===== src/rtl/bpm_digit_entry.sv =====
// Keypad digit entry for the metronome: accumulates up to three decimal digits,
// range-checks the result on enter and commits it as the 9-bit BPM value.
module bpm_digit_entry #(
    parameter int MIN_VALUE      = 30,
    parameter int MAX_VALUE      = 299,
    parameter int DEFAULT_VALUE  = 120,
    parameter int TIMEOUT_CYCLES = 250000000
) (
    input  logic       clk,
    input  logic       rst,
    input  logic       digit_valid,
    input  logic [3:0] digit,
    input  logic       enter,
    input  logic       cancel,
    output logic [8:0] value,
    output logic       value_valid,
    output logic       entry_active,
    output logic [1:0] digits_entered,
    output logic [8:0] entry_value,
    output logic       error
);

    localparam int TW       = (TIMEOUT_CYCLES > 1) ? $clog2(TIMEOUT_CYCLES) : 1;
    localparam int TO_LAST_I = (TIMEOUT_CYCLES > 0) ? TIMEOUT_CYCLES - 1 : 0;

    localparam logic [TW-1:0] TO_LAST   = TW'(TO_LAST_I);
    localparam logic [9:0]    MIN_V     = 10'(MIN_VALUE);
    localparam logic [9:0]    MAX_V     = 10'(MAX_VALUE);
    localparam logic [8:0]    DEFAULT_V = 9'(DEFAULT_VALUE);
    localparam logic          TO_EN     = (TIMEOUT_CYCLES != 0);

    typedef enum logic [1:0] {
        S_IDLE,
        S_ENTRY,
        S_CHECK
    } state_t;

    state_t        state_q, state_d;
    logic [9:0]    acc_q, acc_d;
    logic [1:0]    cnt_q, cnt_d;
    logic [8:0]    value_q, value_d;
    logic          vv_q, vv_d;
    logic          err_q, err_d;
    logic [TW-1:0] to_q, to_d;

    logic [9:0] acc_next;
    logic       digit_ok;
    logic       any_strobe;
    logic       timeout_hit;
    logic       in_range;

    // acc*10 + digit as two shifts and an add; 999 is the largest reachable value
    assign acc_next    = (acc_q << 3) + (acc_q << 1) + {6'd0, digit};
    assign digit_ok    = (digit <= 4'd9);
    assign any_strobe  = digit_valid | enter | cancel;
    assign timeout_hit = TO_EN && (to_q == TO_LAST) && !any_strobe;
    assign in_range    = (acc_q >= MIN_V) && (acc_q <= MAX_V);

    always_ff @(posedge clk) begin
        if (rst) begin
            state_q <= S_IDLE;
            acc_q   <= '0;
            cnt_q   <= '0;
            value_q <= DEFAULT_V;
            vv_q    <= 1'b0;
            err_q   <= 1'b0;
            to_q    <= '0;
        end else begin
            state_q <= state_d;
            acc_q   <= acc_d;
            cnt_q   <= cnt_d;
            value_q <= value_d;
            vv_q    <= vv_d;
            err_q   <= err_d;
            to_q    <= to_d;
        end
    end

    always_comb begin
        state_d = state_q;
        acc_d   = acc_q;
        cnt_d   = cnt_q;
        value_d = value_q;
        vv_d    = 1'b0;
        err_d   = 1'b0;
        to_d    = '0;

        case (state_q)
            S_IDLE: begin
                // cancel/enter outrank a same-cycle digit, so the digit is dropped
                if (digit_valid && !cancel && !enter) begin
                    if (digit_ok) begin
                        acc_d   = {6'd0, digit};
                        cnt_d   = 2'd1;
                        state_d = S_ENTRY;
                    end else begin
                        err_d = 1'b1;
                    end
                end
            end

            S_ENTRY: begin
                to_d = to_q + TW'(1);
                if (cancel || timeout_hit) begin
                    acc_d   = '0;
                    cnt_d   = '0;
                    to_d    = '0;
                    state_d = S_IDLE;
                end else if (enter) begin
                    to_d    = '0;
                    state_d = S_CHECK;
                end else if (digit_valid) begin
                    to_d = '0;
                    if (digit_ok && cnt_q != 2'd3) begin
                        acc_d = acc_next;
                        cnt_d = cnt_q + 2'd1;
                    end else begin
                        err_d = 1'b1;
                    end
                end
            end

            S_CHECK: begin
                if (in_range) begin
                    value_d = acc_q[8:0];
                    vv_d    = 1'b1;
                end else begin
                    err_d = 1'b1;
                end
                acc_d   = '0;
                cnt_d   = '0;
                state_d = S_IDLE;
            end

            default: begin
                acc_d   = '0;
                cnt_d   = '0;
                state_d = S_IDLE;
            end
        endcase
    end

    assign value          = value_q;
    assign value_valid    = vv_q;
    assign error          = err_q;
    assign digits_entered = cnt_q;
    assign entry_active   = (state_q != S_IDLE);
    assign entry_value    = (acc_q > 10'd511) ? 9'd511 : acc_q[8:0];

endmodule


===== config.mk =====
export PLATFORM = sky130hd
export DESIGN_NAME = bpm_digit_entry
export DESIGN_NICKNAME = d
export VERILOG_FILES = /design/src/rtl/bpm_digit_entry.sv
export SDC_FILE = /design/constraint.sdc
export NUM_CORES = 1
export LEC_CHECK = 0
export ABC_AREA = 1
export ABC_CLOCK_PERIOD_IN_PS = 4530
export CORE_ASPECT_RATIO = 0.5
export CORE_MARGIN = 1.5
export CORE_UTILIZATION = 58
export CTS_CLUSTER_DIAMETER = 100
export CTS_CLUSTER_SIZE = 12
export DETAILED_ROUTE_END_ITERATION = 10
export PLACE_DENSITY = 0.87
export SKIP_CTS_REPAIR_TIMING = 1
export SLEW_MARGIN = 15
export SYNTH_ARGS = -nofsm -noshare
export SYNTH_HDL_FRONTEND = slang
export SYNTH_SLANG_ARGS = --single-unit

===== constraint.sdc =====
create_clock -name clk -period 4.53 [get_ports clk]
set_input_delay 0.453 -clock clk [delete_from_list [all_inputs] [get_ports clk]]
set_output_delay 0.453 -clock clk [all_outputs]
set_load 0.03 [all_outputs]

### Register map, names as in the netlist, run 1

(3 px per um) Other sequential cells in the stronger gray, the rest of the logic in the fainter gray.
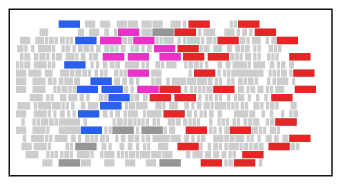
Key: blue = `acc_q` [sequential cells 10]; red = `to_q` [sequential cells 28]; magenta = `value` [sequential cells 9, where top middle]
Another 6 sequential cells are not colored.

### Signal wires on met3, run 1

(3 px per um) Cells faint in the background.
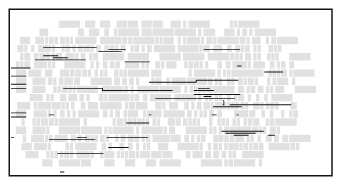
The longest straight run is 26.2 um. The layer carries 361 um of wire. The wires run mostly horizontal.

==> run summary, run 1 <==
Physical implementation status

In the layout the commonest cells are sky130_fd_sc_hd__nand2_1 (117), sky130_fd_sc_hd__inv_1 (56), sky130_fd_sc_hd__dfxtp_1 (53). The final hold slack stands at 0.467 ns. For this run, the final setup violation count is recorded as 0. The worst register-to-register path has a setup slack of 2.27 ns. In this run the power spent charging and discharging nets is slightly above 0.2 mW.

For reference, the critical path is launched at digit[3]. For this design the static power due to leakage is 1.47 nW. The instance count along the most critical hold path stands at 1. The finished design was reported to have a net count of 515. The number of nets with antenna violations after detailed routing stands at 0. The sum of negative setup slack stands at 0 ns. Before CTS, the worst setup slack after placement is 1.77 ns. The maximum number of pins on one net before global-route repair stands at 24. The path with the worst hold slack has its endpoint at to_q[0]. The clock share of power stands at 0.387. Across all layers, the routed design uses 2916 vias. The maximum clock path buffer count stands at 2.

The run finished with clean final reports. The final layout report lists a filler cell count of 445. The number of instances in the synthesized netlist stands at between 400 and 500.

STA reports the tightest min-delay check as being of type reg -> reg. met1 track demand over resource after global routing is 0.323. Per the timing report, the most critical flop-to-flop path originates at acc_q[2].

Per the OpenROAD floorplan log, the area of the core is between 0.005 and 0.006 mm2. In the global route stage, overall resource usage came out at 0.253. The most common logic cell in the final layout is sky130_fd_sc_hd__nand2_1.

The areal power density over the cells stands at 238 mW/mm2. On met3, the global router reports a usage of 0.0351. The Yosys step of the flow raised 0 warnings. The cell sitting at the root of the clock tree is a sky130_fd_sc_hd__clkbuf_8. Looking at the critical path, the highest net fanout was 2. In this run, synthesis produced a sequential element count of 53.

The critical path is of the in -> reg type. The number of cells on the worst reg-to-reg path stands at 8. The number of antenna violations at the first check in global routing came to 0. The share of total power dissipated in combinational logic is 0.065.
### Routed metal, one color a layer, run 1

(3 px per um)
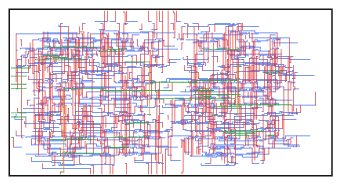
Key: red = met2 [wire length 3240 um]; green = met3 [wire length 361 um]; blue = met1 [wire length 3300 um]; orange = met4 [wire length 61.9 um]

### Clock wires, drivers and flops, run 1

(4 px per um)
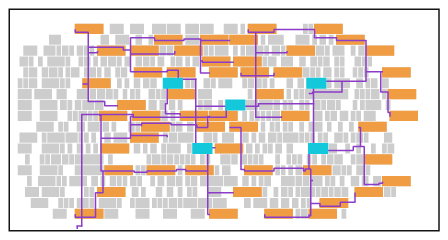
Key: cyan = cells driving clock nets [count 5]; purple = clock wires [length 665 um]; orange = flip-flops [count 53]
Position of the flops: all over the die. There are 6 routed clock nets.

==> run 1: metal layers <==
layer / wire [um] / vias up
met3: 361 / 8
li1: - / 1523
met5: 0 / -
met1: 3300 / 1311
met4: 61 / 0
met2: 3240 / 74
==> run 1: layout make-up <==
class	instances	area share
multi-input cells	335	0.500
clock inverters	2	0.0108
flip-flops and latches	53	0.294
clock buffers	6	0.0201
repair buffers	31	0.0861
inverters	62	0.0646
well taps	70	0.0243
==> run 1: sequential cells by signal, indices dropped and copies added (netlist names) <==
signal	count
error	1
digits_entered	2
state_q	2
value	9
to_q	28
value_valid	1
acc_q	10
==> run 1: worst max path at each step <==
stage	end	cells past startpoint
after global placement	acc_q[6]	9
after global routing	acc_q[7]	12
after CTS	acc_q[6]	9
after detailed placement	acc_q[6]	9
final	acc_q[6]	9
after floorplan	acc_q[6]	8
==> run 1: power by group through the flow <==
stage	combinational [mW]	clock [mW]	sequential, mW
finish	0.0557	0.332	0.472
global route	0.0621	0.348	0.472
CTS	0.0556	0.330	0.471
detailed placement	0.0552	0	0.482
global placement	0.0539	0	0.482
floorplan	0.0346	0	0.482
==> run 1: per-stage QoR <==
step,cells,instance area (um2)
floorplan,456,3140
global placement,551,3490
detailed placement,551,3490
CTS,559,3600
global route,559,3600
finish,559,3600
==> run 1: Yosys cell counts, drive strengths merged <==
cell	count	area (um2)
inv	62	233
nand2	130	526
a31oi	3	18.8
ha	16	200
xor2	9	78.8
nand3	37	200
clkbuf	3	11.3
and3	1	6.26
a21o	1	7.51
o21ai	9	45.0
nor3b	1	7.51
dfxtp	53	1060
nor3	13	86.3
o211a	1	10.0
nor2	48	213
buf	3	33.8
or2	12	75.1
o21bai	1	7.51
xnor2	3	26.3
a21oi	37	185
nand4	11	68.8
fa	2	40.0
==> run 1: critical path, stage by stage <==
cell                              delay (ns)
sky130_fd_sc_hd__clkdlybuf4s50_1        0.48
sky130_fd_sc_hd__inv_1                  0.08
sky130_fd_sc_hd__fa_1                   0.52
sky130_fd_sc_hd__fa_1                   0.47
sky130_fd_sc_hd__inv_1                  0.09
sky130_fd_sc_hd__a31oi_1                0.09
sky130_fd_sc_hd__xor2_1                 0.15
sky130_fd_sc_hd__or2_0                  0.22
sky130_fd_sc_hd__a21oi_1                0.11
==> run 1: cells by family after synthesis <==
group | count (synthesis) | share of synthesized area
AND/OR/NAND/NOR | 253 | 0.376
buffers and inverters | 68 | 0.0884
flip-flops | 53 | 0.338
AND-OR/OR-AND | 52 | 0.0873
adder cells (fa/ha/maj) | 18 | 0.0765
XOR/XNOR | 12 | 0.0335
==> run 1 -> run 2 <==
Settings changed: ABC_CLOCK_PERIOD_IN_PS 4530 to 2400, CORE_UTILIZATION 58 to 57, PLACE_DENSITY 0.87 to 0.86.
Clock period 4.53 ns to 2.4 ns, I/O delays scaled along.
### Clock wires, drivers and flops, run 2

(4 px per um)
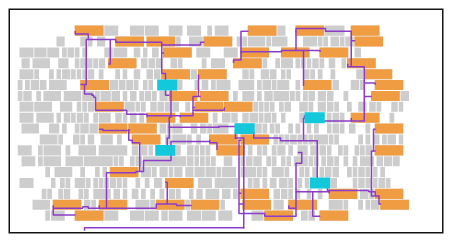
Key: purple = clock wires [length 614 um]; cyan = cells driving clock nets [count 5]; orange = flip-flops [count 53]
Position of the flops: all over the die.

### Routed metal, one color a layer, run 2

(3 px per um)
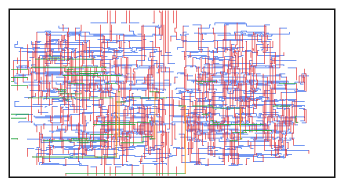
Key: green = met3 [wire length 415 um]; blue = met1 [wire length 3300 um]; red = met2 [wire length 3310 um]; orange = met4 [wire length 81.6 um]

==> run summary, run 2 <==
Physical implementation status

The flow ran to the end, and the final reports show no timing, DRC or antenna violations. The core area stands at 0.00511 mm2 (+0.89%). Each instance of the synthesized netlist takes up on average 6.89 um2. The instance count along the most critical hold path was 2 (+1).

Summing internal, switching and leakage power gives 1.64 mW. In the floorplan report the effective utilization is 0.614. The library cell used most frequently in the layout, excluding fill and tap cells, is sky130_fd_sc_hd__nand2_1. The sum of negative setup slack stands at 0 ns (unchanged). The number of nets in the layout stands at 522 (+1.4%).

The number of instances in the synthesized netlist was 456 (unchanged). By count the netlist is led by sky130_fd_sc_hd__nand2_1 (117), sky130_fd_sc_hd__inv_1 (56), sky130_fd_sc_hd__dfxtp_1 (53), sky130_fd_sc_hd__nor2_1 (43), sky130_fd_sc_hd__a21oi_1 (37). The filler cell count came to 426 (-4.3%).

The biggest cell delay along the critical path stands at 0.52 ns (about the same). The total track usage stands at 0.252 (-0.000445). The final instance area stands at 0.00367 mm2 (+1.7%). sky130_fd_sc_hd__nand2_1 is the most common cell in the netlist. The final count of negative-setup-slack endpoints came to 0 (unchanged). The number of cells on the worst reg-to-reg path is 8 (unchanged).

The timing report shows that the slowest cell on the worst path is sky130_fd_sc_hd__fa_1. The cell type that accounts for the most area after synthesis is sky130_fd_sc_hd__dfxtp_1. The number of flip-flops under the largest register name stands at 28 (unchanged). In the Yosys stats the netlist draws on 33 distinct library cells. The total wirelength of the detailed-routed design stands at 7.11 mm. By area the synthesized netlist is led by sky130_fd_sc_hd__dfxtp_1 (34%), sky130_fd_sc_hd__nand2_1 (14%), sky130_fd_sc_hd__inv_1 (6.7%), sky130_fd_sc_hd__ha_1 (6.4%), sky130_fd_sc_hd__a21oi_1 (5.9%). The total cell area at the placement stage was 0.00355 mm2 (+1.5%). The worst setup path is of the in -> reg kind.

The flip-flop and latch count after synthesis is 53 (unchanged). The maximum number of pins on one net before global-route repair is 22 (-8.3%). The share of synthesized registers carrying an async set or reset is 0 (unchanged). Per the cell usage report, the commonest logic cells after layout are sky130_fd_sc_hd__nand2_1 (117), sky130_fd_sc_hd__inv_1 (56), sky130_fd_sc_hd__dfxtp_1 (53). The maximum fanout along the worst path stands at 2 (unchanged). The areal power density over the cells was 448 mW/mm2 (+88%).

The path class of the tightest hold or removal check is reg -> reg. The fraction of met3 tracks used by global routing is 0.0484 (+0.0133). Ranked by flip-flop count, first place goes to to_q. The maximum clock path buffer count stands at 2 (unchanged). The leakage power of the design stands at 1.51 nW (+2.5%). The routed via count was 2993 (+2.6%).

The average detailed-routed wire length per instance stands at 12.6 um. In this run the critical path is formed by clkdlybuf4s50_1 > inv_1 > fa_1 > fa_1 > inv_1 > a31oi_1 > xor2_1 > or2_0 > a21oi_1. The area share of the largest cell type after synthesis came to 0.338 (unchanged). The number of nets with antenna violations after detailed routing is 0 (unchanged). The number of antenna violations at the first check in global routing was 0 (unchanged).

The layout report lists the combined flip-flop and latch area as 0.00106 mm2. The met1 routing resource usage after global routing stands at 0.343 (+0.0203). The warning count from the yosys run is 0 (unchanged). The tree is rooted in a sky130_fd_sc_hd__clkbuf_8. The highest clock rate this design can be run at is roughly 0.45 GHz. The number of enable flip-flop cells stands at 0 (unchanged).

The most used flip-flop cell after synthesis is sky130_fd_sc_hd__dfxtp_1.
### Register map, names as in the netlist, run 2

(3 px per um) Other sequential cells in the stronger gray, the rest of the logic in the fainter gray.
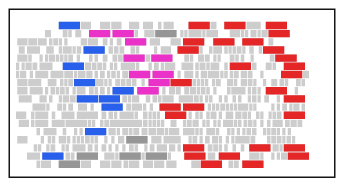
Key: magenta = `value` [sequential cells 9]; blue = `acc_q` [sequential cells 10]; red = `to_q` [sequential cells 28]
Another 6 sequential cells are not colored.

-- run 2: cell counts after synthesis --
No cell type changed its count.
-- run 2: through the flow --
step                      hold slack, ns  instances
after global routing               0.487        566
after detailed placement           0.443        558
after global placement             0.439        558
final                              0.468        566
after floorplan                    0.309        456
after CTS                          0.466        566
-- run 2: final cells by class --
class,count,share of cell area
Multi-Input combinational cell,335,0.491
Sequential cell,53,0.289
Timing Repair Buffer,38,0.0990
Inverter,62,0.0635
Tap cell,70,0.0239
Clock buffer,6,0.0225
Clock inverter,2,0.0102
-- run 2: path summary, 6_finish.rpt --
path | startpoint | endpoint | slack, ns
setup reg to reg | acc_q[0] | acc_q[6] | 0.26
hold / removal | value[6] | value[6] | 0.47
setup / recovery | digit[3] | acc_q[6] | 0.17
hold reg to reg | value[6] | value[6] | 0.47
-- run 2: power breakdown --
| part | switching (mW) | leakage [nW] | internal [mW] |
|---|---|---|---|
| clock network | 0.303 | 0.0574 | 0.340 |
| registers | 0.00403 | 0.427 | 0.883 |
| logic | 0.0661 | 1.03 | 0.0461 |
| total | 0.373 | 1.51 | 1.27 |
-- run 2: cells by family after synthesis --
group / Yosys count / synth area share
DFF: 53 / 0.338
AOI/OAI and AO/OA: 52 / 0.0873
xor gates and xnor gates: 12 / 0.0335
buffers and inverters: 68 / 0.0884
adders and majority gates: 18 / 0.0765
and+or+nand+nor: 253 / 0.376
-- run 2: critical path: cells and delay by family --
family	cells	cell delay [ns]
buf+inv	3	0.67
simple gates	1	0.22
xor+xnor	1	0.15
compound gates	2	0.21
fa+ha+maj	2	0.98
-- run 2: layer usage --
layer | up-vias | wire (um)
li1 | 1535 | -
met1 | 1357 | 3300
met2 | 91 | 3310
met3 | 10 | 415
met4 | 0 | 81
met5 | - | 0
==> run 2 -> run 3 <==
Settings changed: ABC_CLOCK_PERIOD_IN_PS 2400 to 2300.
Clock period 2.4 ns to 2.3 ns, I/O delays scaled along.
### Signal wires on met3, run 3

(3 px per um) Cells faint in the background.
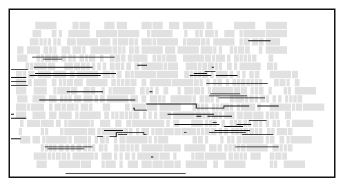
The layer holds 7.0% of the routed length. The wires run mostly horizontal.

### Routed metal, one color a layer, run 3

(3 px per um)
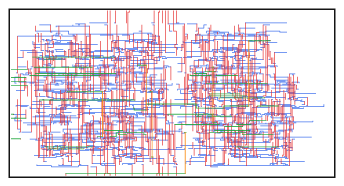
Key: green = met3 [wire length 509 um]; orange = met4 [wire length 105 um]; blue = met1 [wire length 3260 um]; red = met2 [wire length 3360 um]

==> run summary, run 3 <==
Physical implementation status

The final cell count without fillers stands at 571 (+0.88%). The number of nets in the layout came to 527 (+0.96%). The total wirelength of the detailed-routed design stands at 7.24 mm (+1.8%).

The average detailed-routed wire length per instance was 12.7 um (+0.95%). The number of flip-flops under the largest register name is 28 (unchanged). The most common logic cells in the final layout are sky130_fd_sc_hd__nand2_1 (116), sky130_fd_sc_hd__inv_1 (56), sky130_fd_sc_hd__dfxtp_1 (51).

The final instance area stands at 0.00371 mm2 (+1.2%). The warning count from the yosys run came to 0 (unchanged). STA lists the startpoint of the worst hold path as value[8]. The critical path in this run is classified as in -> reg. The switching power is 0.418 mW (+12%). The routed length on met1 stands at 3.26 mm (-1.1%). The total met3 wirelength after detailed routing is 508 um (+22%). The areal power density over the cells was 466 mW/mm2 (+4.1%). The worst hold path belongs to the class reg -> reg. The flip-flop and latch count after synthesis stands at 53 (unchanged). The total cell area at the placement stage stands at 0.00358 mm2 (+1.1%).

Of all cell types, the one taking the most synthesized area is sky130_fd_sc_hd__dfxtp_1. The final hold slack stands at 0.472 ns (+0.00427 ns). The flow ran to the end, and the final reports show no timing, DRC or antenna violations.

The top cell type in the final layout, fill and taps aside, is sky130_fd_sc_hd__nand2_1. The maximum fanout along the worst path came to 2 (unchanged). The most used flip-flop cell after synthesis is sky130_fd_sc_hd__dfxtp_1. The unique cell type count in the Yosys netlist stands at 33 (unchanged). The total power after layout was 1.73 mW (+5.3%). Signal nets in the final route climb as high as met4.

Ranked by instance count, the synthesized netlist is headed by sky130_fd_sc_hd__nand2_1 (117), sky130_fd_sc_hd__inv_1 (56), sky130_fd_sc_hd__dfxtp_1 (53), sky130_fd_sc_hd__nor2_1 (43), sky130_fd_sc_hd__a21oi_1 (37). The routed via count came to 3003 (+0.33%). The number of antenna violations at the first check in global routing is 0 (unchanged). The average cell area after synthesis came to 6.89 um2 (unchanged).

The leakage power of the design stands at 1.54 nW (+1.8%). The routed length on met2 is 3.36 mm (+1.5%).
### Register map, names as in the netlist, run 3

(3 px per um) Other sequential cells in the stronger gray, the rest of the logic in the fainter gray.
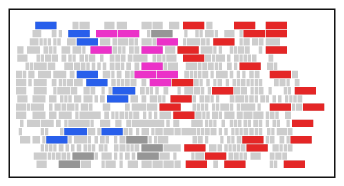
Key: blue = `acc_q` [sequential cells 10]; magenta = `value` [sequential cells 9, where top middle]; red = `to_q` [sequential cells 28]

-- run 3: per-layer routing --
metal  GRT usage  vias to the layer above
met4      0.0846                        0
met5           0                        -
li1            -                     1541
met1       0.345                     1357
met3      0.0614                       13
met2       0.420                       92
-- run 3: how the worst max path moves through the flow --
stage | slack (ns) | to | startpoint | cells after the start
after global placement | -0.16 | acc_q[6] | digit[3] | 9
after CTS | 0.14 | acc_q[7] | digit[3] | 12
after detailed placement | -0.19 | acc_q[7] | digit[3] | 12
final | 0.20 | acc_q[6] | digit[3] | 9
after global routing | 0.01 | acc_q[7] | acc_q[2] | 11
after floorplan | 0.25 | acc_q[6] | acc_q[2] | 8
-- run 3: cells by family after synthesis --
logic type	synth area share
AND/OR/NAND/NOR	0.376
buffers and inverters	0.0884
flip-flops	0.338
AND-OR/OR-AND	0.0873
adder cells (fa/ha/maj)	0.0765
XOR/XNOR	0.0335
-- run 3: layout make-up --
| type | instances | area (um2) | area share |
|---|---|---|---|
| clock buffers | 5 | 68.8 | 0.0186 |
| flip-flops and latches | 53 | 1060 | 0.287 |
| repair buffers | 43 | 400 | 0.108 |
| inverters | 62 | 233 | 0.0628 |
| multi-input cells | 335 | 1810 | 0.488 |
| clock inverters | 3 | 47.5 | 0.0128 |
| well taps | 70 | 87.6 | 0.0236 |
-- run 3: power groups by stage --
stage | logic [mW] | clock network (mW) | registers, mW
finish | 0.127 | 0.675 | 0.927
global route | 0.139 | 0.720 | 0.928
CTS | 0.126 | 0.676 | 0.926
detailed placement | 0.124 | 0 | 0.948
global placement | 0.122 | 0 | 0.947
floorplan | 0.0682 | 0 | 0.950
-- run 3: critical path, cell delays in order --
cell and delay (ns):
sky130_fd_sc_hd__clkdlybuf4s50_1 0.48, sky130_fd_sc_hd__inv_1 0.07, sky130_fd_sc_hd__fa_1 0.49, sky130_fd_sc_hd__fa_1 0.45
sky130_fd_sc_hd__inv_1 0.09, sky130_fd_sc_hd__a31oi_1 0.09, sky130_fd_sc_hd__xor2_1 0.15, sky130_fd_sc_hd__or2_0 0.22
sky130_fd_sc_hd__a21oi_1 0.11
Power is estimated from default activity; no workload was simulated.
